[config.mk]
export PLATFORM = sky130hd
export DESIGN_NAME = mux_arbiter_8rr_flat
export DESIGN_NICKNAME = d
export VERILOG_FILES = /design/src/rtl/mux_arbiter_8rr_if.sv /design/src/rtl/mux_arbiter_8rr.sv /design/src/flat_wrapper.sv
export SDC_FILE = /design/constraint.sdc
export NUM_CORES = 1
export LEC_CHECK = 0
export ABC_CLOCK_PERIOD_IN_PS = 5510
export CORE_UTILIZATION = 40
export CTS_CLUSTER_DIAMETER = 150
export DETAILED_ROUTE_END_ITERATION = 10
export GPL_TIMING_DRIVEN = 0
export SKIP_LAST_GASP = 1
export SLEW_MARGIN = 15
export SYNTH_ARGS = -nofsm -noshare
export SYNTH_HDL_FRONTEND = slang
export SYNTH_SLANG_ARGS = --single-unit
export TNS_END_PERCENT = 50
[constraint.sdc]
create_clock -name clk -period 5.51 [get_ports clk]
set_input_delay 1.102 -clock clk [delete_from_list [all_inputs] [get_ports clk]]
set_output_delay 1.102 -clock clk [all_outputs]
set_load 0.1 [all_outputs]
[src/rtl/mux_arbiter_8rr_if.sv]
// mux_arbiter_8rr_if
// Handshake/bus bundle between the 8-way round-robin arbiter and its
// requesters / downstream consumer.
//   req        8  request vector, bit i high while source i wants the bus
//   out_ready  1  consumer accepts the current word this cycle
//   sel        3  registered mux select (index of the granted source)
//   gnt        8  registered one-hot grant, zero when idle
//   out_valid  1  selected word valid (granted and its req still high)
//   busy       1  arbiter holds a grant
// Modports: master = arbiter side, slave = requester/consumer side.
interface mux_arbiter_8rr_if;
    logic [7:0] req;
    logic       out_ready;
    logic [2:0] sel;
    logic [7:0] gnt;
    logic       out_valid;
    logic       busy;

    modport master (
        input  req,
        input  out_ready,
        output sel,
        output gnt,
        output out_valid,
        output busy
    );

    modport slave (
        output req,
        output out_ready,
        input  sel,
        input  gnt,
        input  out_valid,
        input  busy
    );
endinterface

[src/rtl/mux_arbiter_8rr.sv]
// mux_arbiter_8rr
// Round-robin arbiter owning the select of the shared 16-bit 8:1 mux.
// Each grant is bounded to MAX_HOLD transfers (legal 1..255); a release
// re-searches immediately, so rotation has no bubble cycle.
// Ports:
//   clk    system clock, rising edge
//   rst_n  asynchronous active-low reset
//   bus    mux_arbiter_8rr_if.master (req, out_ready, sel, gnt, out_valid, busy)
// Build option:
//   ARB_FIXED_PRIO_EN  defined -> search always starts at index 0 (lowest wins),
//                      no rotation pointer is kept.
//
// state  | meaning
// -------+--------------------------------------------------------------
// IDLE   | no grant; gnt=0, waiting for any req bit
// GRANT  | source sel owns the mux; transfers counted in hold_cnt
module mux_arbiter_8rr #(
    parameter int unsigned MAX_HOLD = 4
) (
    input  logic               clk,
    input  logic               rst_n,
    mux_arbiter_8rr_if.master  bus
);

    typedef enum logic {
        ST_IDLE  = 1'b0,
        ST_GRANT = 1'b1
    } state_t;

    localparam logic [7:0] HOLD_LAST = 8'(MAX_HOLD - 1);

    state_t     state_q, state_d;
    logic [2:0] sel_q, sel_d;
    logic [7:0] gnt_q, gnt_d;
    logic [7:0] hold_cnt_q, hold_cnt_d;
`ifndef ARB_FIXED_PRIO_EN
    logic [2:0] ptr_q, ptr_d;
`endif

    logic       xfer;
    logic       release_grant;
    logic [2:0] search_start;
    logic       win_found;
    logic [2:0] win_idx;

    // First set bit of r scanning upward from start, wrapping mod 8.
    function automatic logic [3:0] find_winner(input logic [7:0] r, input logic [2:0] start);
        logic       found;
        logic [2:0] idx;
        logic [2:0] cand;
        found = 1'b0;
        idx   = 3'd0;
        for (int i = 0; i < 8; i++) begin
            cand = start + 3'(i);
            if (!found && r[cand]) begin
                found = 1'b1;
                idx   = cand;
            end
        end
        return {found, idx};
    endfunction

    assign bus.sel       = sel_q;
    assign bus.gnt       = gnt_q;
    assign bus.busy      = (state_q == ST_GRANT);
    assign bus.out_valid = (state_q == ST_GRANT) && bus.req[sel_q];

    assign xfer          = bus.out_valid && bus.out_ready;
    // A dropped request can never coincide with a transfer, so (a) wins
    // automatically when req and out_ready change on the same edge.
    assign release_grant = !bus.req[sel_q] || (xfer && (hold_cnt_q == HOLD_LAST));

`ifdef ARB_FIXED_PRIO_EN
    assign search_start = 3'd0;
`else
    // On release the pointer becomes sel, so the search starts just past sel.
    assign search_start = (state_q == ST_GRANT) ? sel_q + 3'd1 : ptr_q + 3'd1;
`endif

    assign {win_found, win_idx} = find_winner(bus.req, search_start);

    always_comb begin
        state_d    = state_q;
        sel_d      = sel_q;
        gnt_d      = gnt_q;
        hold_cnt_d = hold_cnt_q;
`ifndef ARB_FIXED_PRIO_EN
        ptr_d      = ptr_q;
`endif
        case (state_q)
            ST_IDLE: begin
                if (win_found) begin
                    state_d    = ST_GRANT;
                    sel_d      = win_idx;
                    gnt_d      = 8'b1 << win_idx;
                    hold_cnt_d = 8'd0;
                end
            end
            ST_GRANT: begin
                if (release_grant) begin
`ifndef ARB_FIXED_PRIO_EN
                    ptr_d = sel_q;
`endif
                    if (win_found) begin
                        sel_d      = win_idx;
                        gnt_d      = 8'b1 << win_idx;
                        hold_cnt_d = 8'd0;
                    end else begin
                        // sel is deliberately left at the last owner.
                        state_d    = ST_IDLE;
                        gnt_d      = 8'd0;
                        hold_cnt_d = 8'd0;
                    end
                end else if (xfer) begin
                    hold_cnt_d = hold_cnt_q + 8'd1;
                end
            end
            default: begin
                state_d = ST_IDLE;
                gnt_d   = 8'd0;
            end
        endcase
    end

    always_ff @(posedge clk or negedge rst_n) begin
        if (!rst_n) begin
            state_q    <= ST_IDLE;
            sel_q      <= 3'd0;
            gnt_q      <= 8'd0;
            hold_cnt_q <= 8'd0;
`ifndef ARB_FIXED_PRIO_EN
            ptr_q      <= 3'd7;
`endif
        end else begin
            state_q    <= state_d;
            sel_q      <= sel_d;
            gnt_q      <= gnt_d;
            hold_cnt_q <= hold_cnt_d;
`ifndef ARB_FIXED_PRIO_EN
            ptr_q      <= ptr_d;
`endif
        end
    end

endmodule
[src/flat_wrapper.sv]
// flat-port wrapper written by rule: the top's interface ports become plain ports
module mux_arbiter_8rr_flat 
#(
    parameter int unsigned MAX_HOLD = 4
)
  (clk, rst_n, bus_req, bus_out_ready, bus_sel, bus_gnt, bus_out_valid, bus_busy);
  mux_arbiter_8rr_if bus_i ();
  input  logic clk;
  input  logic rst_n;
  input wire logic [$bits(bus_i.req)-1:0] bus_req;
  input wire logic [$bits(bus_i.out_ready)-1:0] bus_out_ready;
  output wire logic [$bits(bus_i.sel)-1:0] bus_sel;
  output wire logic [$bits(bus_i.gnt)-1:0] bus_gnt;
  output wire logic [$bits(bus_i.out_valid)-1:0] bus_out_valid;
  output wire logic [$bits(bus_i.busy)-1:0] bus_busy;
  assign bus_i.req = bus_req;
  assign bus_i.out_ready = bus_out_ready;
  assign bus_sel = bus_i.sel;
  assign bus_gnt = bus_i.gnt;
  assign bus_out_valid = bus_i.out_valid;
  assign bus_busy = bus_i.busy;
  mux_arbiter_8rr #(.MAX_HOLD(MAX_HOLD)) u_core (.clk(clk), .rst_n(rst_n), .bus(bus_i));
endmodule
==> PnR_summary.wiki, run 1 <==
=== Synthesis and place and route ===
{| class="wikitable"
! Metric !! Value
|-
| Number of antenna repair diodes || 0
|-
| Via density || 6.06
|-
| Final Setup Violations || 0
|-
| Max Freq || 0.229 GHz
|-
| Share of cell area taken by muxes after synthesis || 0.225
|-
| Htree depth || 1
|-
| Routed length per instance || 17.5 µm
|-
| Number of top-level pins || 24
|-
| Initial standard-cell utilization of the core || 0.415
|-
| Number of antenna violations at the first check in global routing || 0
|-
| Fraction of synthesized cell area taken by the top area cell type || 0.218
|-
| Reg2Reg Launch Point || u_core.bus.busy$_DFF_PN0_
|-
| Most frequent cells after synthesis || 26 x sky130_fd_sc_hd__nand2_1, 20 x sky130_fd_sc_hd__dfrtp_1, 19 x sky130_fd_sc_hd__nor2_1
|-
| Clock Pin Slew Worst Setup and Hold Paths || 80 ps
|-
| Largest stage delay, worst path || 1120 ps
|-
| Number of gates resized after CTS || 0
|-
| Largest delay contributor family on the critical path || buffers and inverters
|-
| Placed wire-length estimate after detailed placement || 4420 µm
|-
| Main combinational cell family by area after synthesis || AND-OR/OR-AND gates
|-
| Ordered cell list for the critical path || clkbuf_1 -> mux4_2 -> mux2i_1 -> nand2b_1 -> inv_1 -> clkdlybuf4s50_1
|-
| Setup TNS || 0 ps
|-
| Total via count after detailed routing || 2017
|-
| Number of hold violations in the final report || 0
|-
| Total core area || 5540 µm²
|-
| Kind of path behind the tightest hold check || reg -> reg
|-
| Clock sinks || 23
|-
| Commonest cells after routing, fill and taps aside || 26 x sky130_fd_sc_hd__nand2_1, 20 x sky130_fd_sc_hd__dfrtp_1, 19 x sky130_fd_sc_hd__nor2_1, 15 x sky130_fd_sc_hd__clkdlybuf4s50_1, 13 x sky130_fd_sc_hd__mux2i_1
|-
| Synthesized area per cell || 9.51 µm²
|-
| Signed area change from the synthesized netlist to the final layout || 12.4%
|-
| Most common library cell in the layout ignoring fill and taps || sky130_fd_sc_hd__nand2_1
|-
| Hold EP || u_core.bus.gnt[1]$_DFFE_PN0P_
|-
| Setup repair after global routing missed its margin || no
|-
| Final Max Slew Viols || 0
|-
| Die ar. || 6060 µm²
|-
| Xor/xnor share || 0.0179
|-
| Async set or reset register ratio after synthesis || 1.00
|-
| Post-CTS setup buffers || 0
|-
| Final weighted congestion in routability-driven placement || 0.865
|-
| Initial drt markers || 92
|-
| Critical path startpoint category || primary input
|-
| Crit path DAT || 3270 ps
|-
| Chip area in the Yosys report || 2300 µm²
|-
| Headroom to the max-slew limit || 0.301
|-
| GRT Residual Overflow || 0
|-
| Top cells by area || sky130_fd_sc_hd__dfrtp_1 22%, sky130_fd_sc_hd__mux4_2 7.8%, sky130_fd_sc_hd__mux2i_1 5.7%
|-
| Run status || complete, no violations
|-
| Buffers & Inverters on Critical Path || 3
|-
| Cells on Worst Hold Path || 2
|-
| Clock tree root driver cell || sky130_fd_sc_hd__clkbuf_8
|-
| Number of placed instances with taps included || 329
|-
| Register share after synthesis || 0.252
|-
| Number of search-and-repair iterations in the first detailed-routing pass || 4
|-
| Cell count listed in synth_stat.txt || 242
|-
| Least-Margin Pin Slew || 1040 ps
|-
| Horizontal extent of the die || 77.8 µm
|-
| Pin count of the biggest net entering global routing || 24
|-
| Startpoint of the tightest hold check path || u_core.bus.gnt[1]$_DFFE_PN0P_
|-
| Global routing usage summed across all routing layers || 0.204
|-
| Count of warning messages emitted by the tools || 26
|-
| Wire length of the first global-routing pass || 9780 µm
|-
| Site Rows || 27
|-
| Via count of the first global-routing pass || 1877
|-
| Synthesized net count || 255
|-
| Late-Pin Clk Latency || 260 ps
|-
| Fraction of the mapped netlist area in adder cells || 0.0109
|-
| Tally of buffers added on design ports || 15
|-
| Smallest hold slack || 490 ps
|-
| Distinct lib cells used || 72
|-
| Number of buffers inserted for hold repair after clock tree synthesis || 0
|-
| Num CTS Buffers || 3
|-
| Crit path required time || 4410 ps
|}
-- run 1: worst max path at each step --
stage,slack (ps),cells past startpoint,to
6_report,1140,6,bus_out_valid
5_1_grt,1030,6,bus_out_valid
4_1_cts,1140,6,bus_out_valid
3_5_place_dp,1140,6,bus_out_valid
3_3_place_gp,1160,6,bus_out_valid
2_1_floorplan,1310,15,u_core.bus.gnt[3]$_DFFE_PN0P_
-- run 1: metal layers --
layer / global-route usage / vias up / wire, µm
li1: - / 971 / -
met1: 0.303 / 990 / 2860
met2: 0.316 / 46 / 2660
met3: 0.0247 / 10 / 235
met4: 0.0396 / 0 / 71
met5: 0 / - / 0
-- run 1: per-stage QoR --
| step | area, µm² | setup WS (ps) |
|---|---|---|
| after global routing | 2590 | 1030 |
| after floorplan | 2300 | 1310 |
| after CTS | 2590 | 1140 |
| after global placement | 2540 | 1160 |
| final | 2590 | 1140 |
| after detailed placement | 2540 | 1140 |
-- run 1: flip-flops by register name, summed over array words and instances, names as in the netlist --
name	flops
u_core.hold_cnt_q	8
u_core.bus.sel	3
u_core.bus.busy	1
u_core.bus.gnt	8
u_core.ptr_q	3
-- run 1: final cells by class --
type | instances | area [µm²]
inverter | 8 | 36.3
timing repair buffer | 15 | 150
fill | 556 | 2950
clock buffer | 4 | 45.0
tap | 72 | 90.1
sequential | 23 | 579
multi-input combinational | 193 | 1580
buffer | 18 | 103
-- run 1: kinds of logic (layout without fill, tap and decap cells) --
group | count (synthesis) | count (layout)
and+or+nand+nor | 82 | 82
AOI/OAI and AO/OA | 69 | 69
muxes | 37 | 37
buffers and inverters | 26 | 45
DFF | 23 | 23
xor gates and xnor gates | 3 | 3
adders and majority gates | 2 | 2
-- run 1: worst register-to-register path: stages, from the launching register on --
cell and delay [ps]:
sky130_fd_sc_hd__dfrtp_1 380, sky130_fd_sc_hd__buf_6 180, sky130_fd_sc_hd__mux2i_4 400, sky130_fd_sc_hd__inv_6 110, sky130_fd_sc_hd__buf_6 180, sky130_fd_sc_hd__ha_1 270
sky130_fd_sc_hd__buf_2 180, sky130_fd_sc_hd__inv_1 140, sky130_fd_sc_hd__clkbuf_1 400, sky130_fd_sc_hd__o221ai_1 350, sky130_fd_sc_hd__a2111o_1 490, sky130_fd_sc_hd__a311o_1 380
sky130_fd_sc_hd__o221ai_2 120, sky130_fd_sc_hd__nand3_1 150, sky130_fd_sc_hd__o31ai_1 270
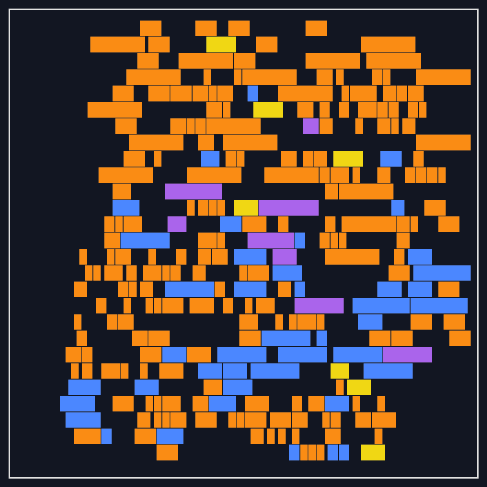
Fig. 1. Cell sizes after repair (run 1).
(6 px per µm)
- blue: x2 (cells 42)
- orange: x1 and smaller (cells 204)
- yellow: x6 and larger (cells 7)
- purple: x3 and x4 (cells 8)

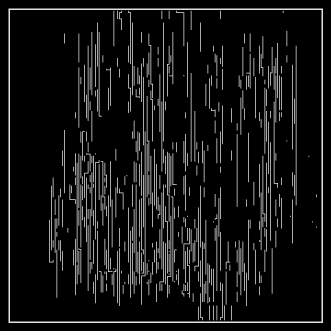
Fig. 2. Met2 routing (run 1).
(4 px per µm)
- main direction: vertical
- wire length on this layer: 2660 µm
- nets with wire on the layer: 233
- longest straight run: 39.8 µm
- share of all routed wire: 46%

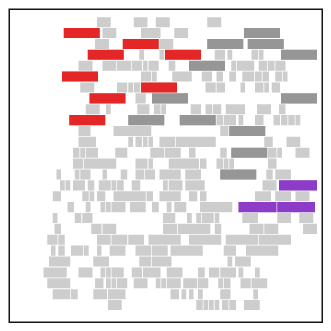
Fig. 3. Register map, names as in the netlist (run 1).
(4 px per µm)
- red: `u_core.bus.gnt` (sequential cells 8)
- purple: `u_core.ptr_q` (sequential cells 3)

--- run 2 (diff from run 1) ---
- ABC_CLOCK_PERIOD_IN_PS: 5510 -> 4100
- clock period: 5.51 -> 4.1 ns (I/O delays scaled with it)
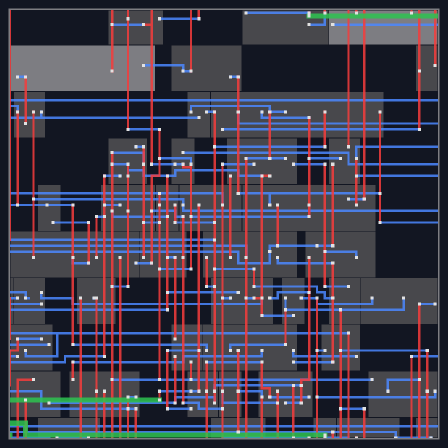
Fig. 4. Close-up of the layout (run 2).
Window x 26 to 51, y 26 to 51 µm. Cells in grey, sequential cells in the stronger grey; small squares are vias.
- green: M3
- red: M2
- blue: M1
- sequential cells in the window: 2
- most frequent: nor2_1 (3)
- netlist names of flops here include: `u_core.bus.busy` (1), `u_core.hold_cnt_q` (1)
- cells with their middle in the window: 35

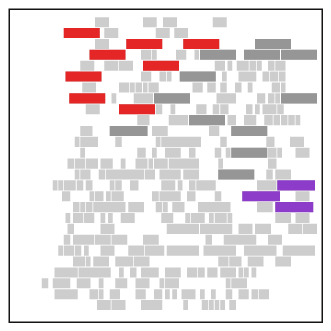
Fig. 5. Register map, names as in the netlist (run 2).
(4 px per µm)
- red: `u_core.bus.gnt` (sequential cells 8)
- purple: `u_core.ptr_q` (sequential cells 3)
- not coloured: 12

==> run 2 against run 1 <==
Clock skew rose by 1.5 ps. Hold slack about the same. Utilization grew 0.36 points. Global-route usage up 0.59 points. Wire length grew 1.0%. Final cell count is 0.30% higher. Die area unchanged. Critical path depth up 9. First-iteration DRC count increased by 63%.
==> PnR_summary.wiki, run 2 <==
=== Synthesis and place and route ===
{| class="wikitable"
! Metric !! Value
|-
| Total via count after detailed routing || 2018 (was 2017)
|-
| Most frequent cells after synthesis || 26 x sky130_fd_sc_hd__nand2_1, 20 x sky130_fd_sc_hd__dfrtp_1, 19 x sky130_fd_sc_hd__nor2_1 (unchanged)
|-
| Least-Margin Pin Slew || 994 ps (was 1040 ps)
|-
| Setup TNS || 0 ps (unchanged)
|-
| Fraction of synthesized cell area taken by the top area cell type || 0.218 (unchanged)
|-
| Dpl ws || 55.4 ps (was 1140 ps)
|-
| Via density || 6.04 (was 6.06)
|-
| Headroom to the max-slew limit || 0.336 (was 0.301)
|-
| Wire length of the first global-routing pass || 10100 µm (was 9780 µm)
|-
| Signed area change from the synthesized netlist to the final layout || 13.3% (was 12.4%)
|-
| Register share after synthesis || 0.252 (unchanged)
|-
| Initial drt markers || 150 (was 92)
|-
| Synthesized area per cell || 9.51 µm² (unchanged)
|-
| Number of antenna repair diodes || 0 (unchanged)
|-
| Commonest cells after routing, fill and taps aside || 26 x sky130_fd_sc_hd__nand2_1, 19 x sky130_fd_sc_hd__nor2_1, 19 x sky130_fd_sc_hd__dfrtp_1, 15 x sky130_fd_sc_hd__clkdlybuf4s50_1, 12 x sky130_fd_sc_hd__mux2i_1 (was 26 x sky130_fd_sc_hd__nand2_1, 20 x sky130_fd_sc_hd__dfrtp_1, 19 x sky130_fd_sc_hd__nor2_1, 15 x sky130_fd_sc_hd__clkdlybuf4s50_1, 13 x sky130_fd_sc_hd__mux2i_1)
|-
| Clock tree root driver cell || sky130_fd_sc_hd__clkbuf_8 (unchanged)
|-
| Synthesized net count || 255 (unchanged)
|-
| Clock sinks || 23 (unchanged)
|-
| Max Freq || 0.262 GHz
|-
| Final Max Slew Viols || 0 (unchanged)
|-
| Number of top-level pins || 24 (unchanged)
|-
| Share of final-layout standard cells stronger than drive strength 1 || 0.237 (was 0.218)
|-
| Number of enable-type register cells in the synthesized netlist || 0 (unchanged)
|-
| Count of warning messages emitted by the tools || 26 (unchanged)
|-
| Crit path DAT || 3970 ps (was 3270 ps)
|-
| Die ar. || 6060 µm² (unchanged)
|-
| Placed wire-length estimate after detailed placement || 4450 µm (was 4420 µm)
|-
| Number of placed instances with taps included || 329 (unchanged)
|-
| Total core area || 5540 µm² (unchanged)
|-
| Global routing usage summed across all routing layers || 0.210 (was 0.204)
|-
| Wire length after detailed routing || 5880 µm (was 5820 µm)
|-
| Most common library cell in the layout ignoring fill and taps || sky130_fd_sc_hd__nand2_1 (unchanged)
|-
| Final non-filler cell area || 2610 µm² (was 2590 µm²)
|-
| Number of buffers inserted for hold repair after clock tree synthesis || 0 (unchanged)
|-
| Initial standard-cell utilization of the core || 0.415 (unchanged)
|-
| Horizontal extent of the die || 77.8 µm (unchanged)
|-
| Chip area in the Yosys report || 2300 µm² (unchanged)
|-
| Routed length per instance || 17.6 µm (was 17.5 µm)
|-
| Crit path required time || 4250 ps (was 4410 ps)
|-
| Reg2Reg Launch Point || u_core.bus.busy$_DFF_PN0_ (unchanged)
|-
| Kind of path behind the tightest hold check || reg -> reg (unchanged)
|-
| TritonCTS clock tree || built (unchanged)
|-
| Setup slack after layout || 285 ps (was 1140 ps)
|-
| Distinct lib cells used || 72 (unchanged)
|-
| Post-synthesis sequential element count || 23 (unchanged)
|-
| Final Setup Violations || 0 (unchanged)
|-
| Top cells by area || sky130_fd_sc_hd__dfrtp_1 22%, sky130_fd_sc_hd__mux4_2 7.8%, sky130_fd_sc_hd__mux2i_1 5.7% (unchanged)
|-
| GRT Residual Overflow || 0 (unchanged)
|-
| Site Rows || 27 (unchanged)
|-
| Htree depth || 1 (unchanged)
|-
| Smallest hold slack || 489 ps (was 490 ps)
|-
| Critical path startpoint category || flip-flop (was primary input)
|-
| Async set or reset register ratio after synthesis || 1.00 (unchanged)
|-
| Num CTS Buffers || 3 (unchanged)
|-
| Final weighted congestion in routability-driven placement || 0.864 (was 0.865)
|-
| Startpoint of the tightest hold check path || u_core.bus.gnt[5]$_DFFE_PN0P_ (was u_core.bus.gnt[1]$_DFFE_PN0P_)
|-
| Run status || complete, no violations (unchanged)
|-
| Number of search-and-repair iterations in the first detailed-routing pass || 4 (unchanged)
|-
| Late-Pin Clk Latency || 260 ps (about the same)
|-
| Via count of the first global-routing pass || 1961 (was 1877)
|-
| Clock Pin Slew Worst Setup and Hold Paths || 80 ps (about the same)
|-
| Number of hold violations in the final report || 0 (unchanged)
|-
| Setup repair after global routing missed its margin || no (unchanged)
|-
| Post-DP Area || 2540 µm² (about the same)
|}
[run 2: cell families after synthesis]
group	count (synthesis)	synth area share
compound gates	69	0.257
xor+xnor	3	0.0179
fa+ha+maj	2	0.0109
buf+inv	26	0.0604
flops	23	0.252
mux	37	0.225
simple gates	82	0.177
[run 2: cell type report]
class,count,area [µm²]
inverter,8,36.3
fill,559,2930
clock buffer,4,45.0
buffer,18,104
multi-input combinational,193,1590
tap,72,90.1
sequential,23,581
timing repair buffer,16,158
[run 2: worst max-delay path, cell delays in order (launching register included)]
cell	delay [ps]
sky130_fd_sc_hd__dfrtp_2	380
sky130_fd_sc_hd__buf_6	170
sky130_fd_sc_hd__mux2i_4	330
sky130_fd_sc_hd__inv_6	100
sky130_fd_sc_hd__buf_6	170
sky130_fd_sc_hd__ha_1	270
sky130_fd_sc_hd__buf_2	190
sky130_fd_sc_hd__inv_1	110
sky130_fd_sc_hd__buf_2	210
sky130_fd_sc_hd__a211oi_2	230
sky130_fd_sc_hd__o221ai_2	170
sky130_fd_sc_hd__a2111o_1	490
sky130_fd_sc_hd__a311o_1	370
sky130_fd_sc_hd__o221ai_2	120
sky130_fd_sc_hd__inv_1	140
sky130_fd_sc_hd__a32o_1	240
[run 2: routing by layer]
metal | GRT usage | part of all wire | vias up
met1 | 0.309 | 0.48 | 977
li1 | - | - | 973
met2 | 0.329 | 0.46 | 62
met5 | 0 | 0 | -
met4 | 0.0377 | 0.011 | 0
met3 | 0.0259 | 0.045 | 6
[run 2: path summary, 6_finish.rpt]
path                       slack, ps                       endpoint  cells past startpoint
min in group asynchronous       1100  u_core.bus.sel[0]$_DFFE_PN0P_                      1
min                              490  u_core.bus.gnt[5]$_DFFE_PN0P_                      2
max reg2reg                      280  u_core.bus.gnt[4]$_DFFE_PN0P_                     15
max                              280  u_core.bus.gnt[4]$_DFFE_PN0P_                     15
max in group asynchronous       2330      u_core.bus.busy$_DFF_PN0_                      1
min reg2reg                      490  u_core.bus.gnt[5]$_DFFE_PN0P_                      2
[run 2: timing repair]
item	in CTS	in global routing
gates resized	0	5
endpoints found under the setup margin	0	15
buffers inserted	0	1
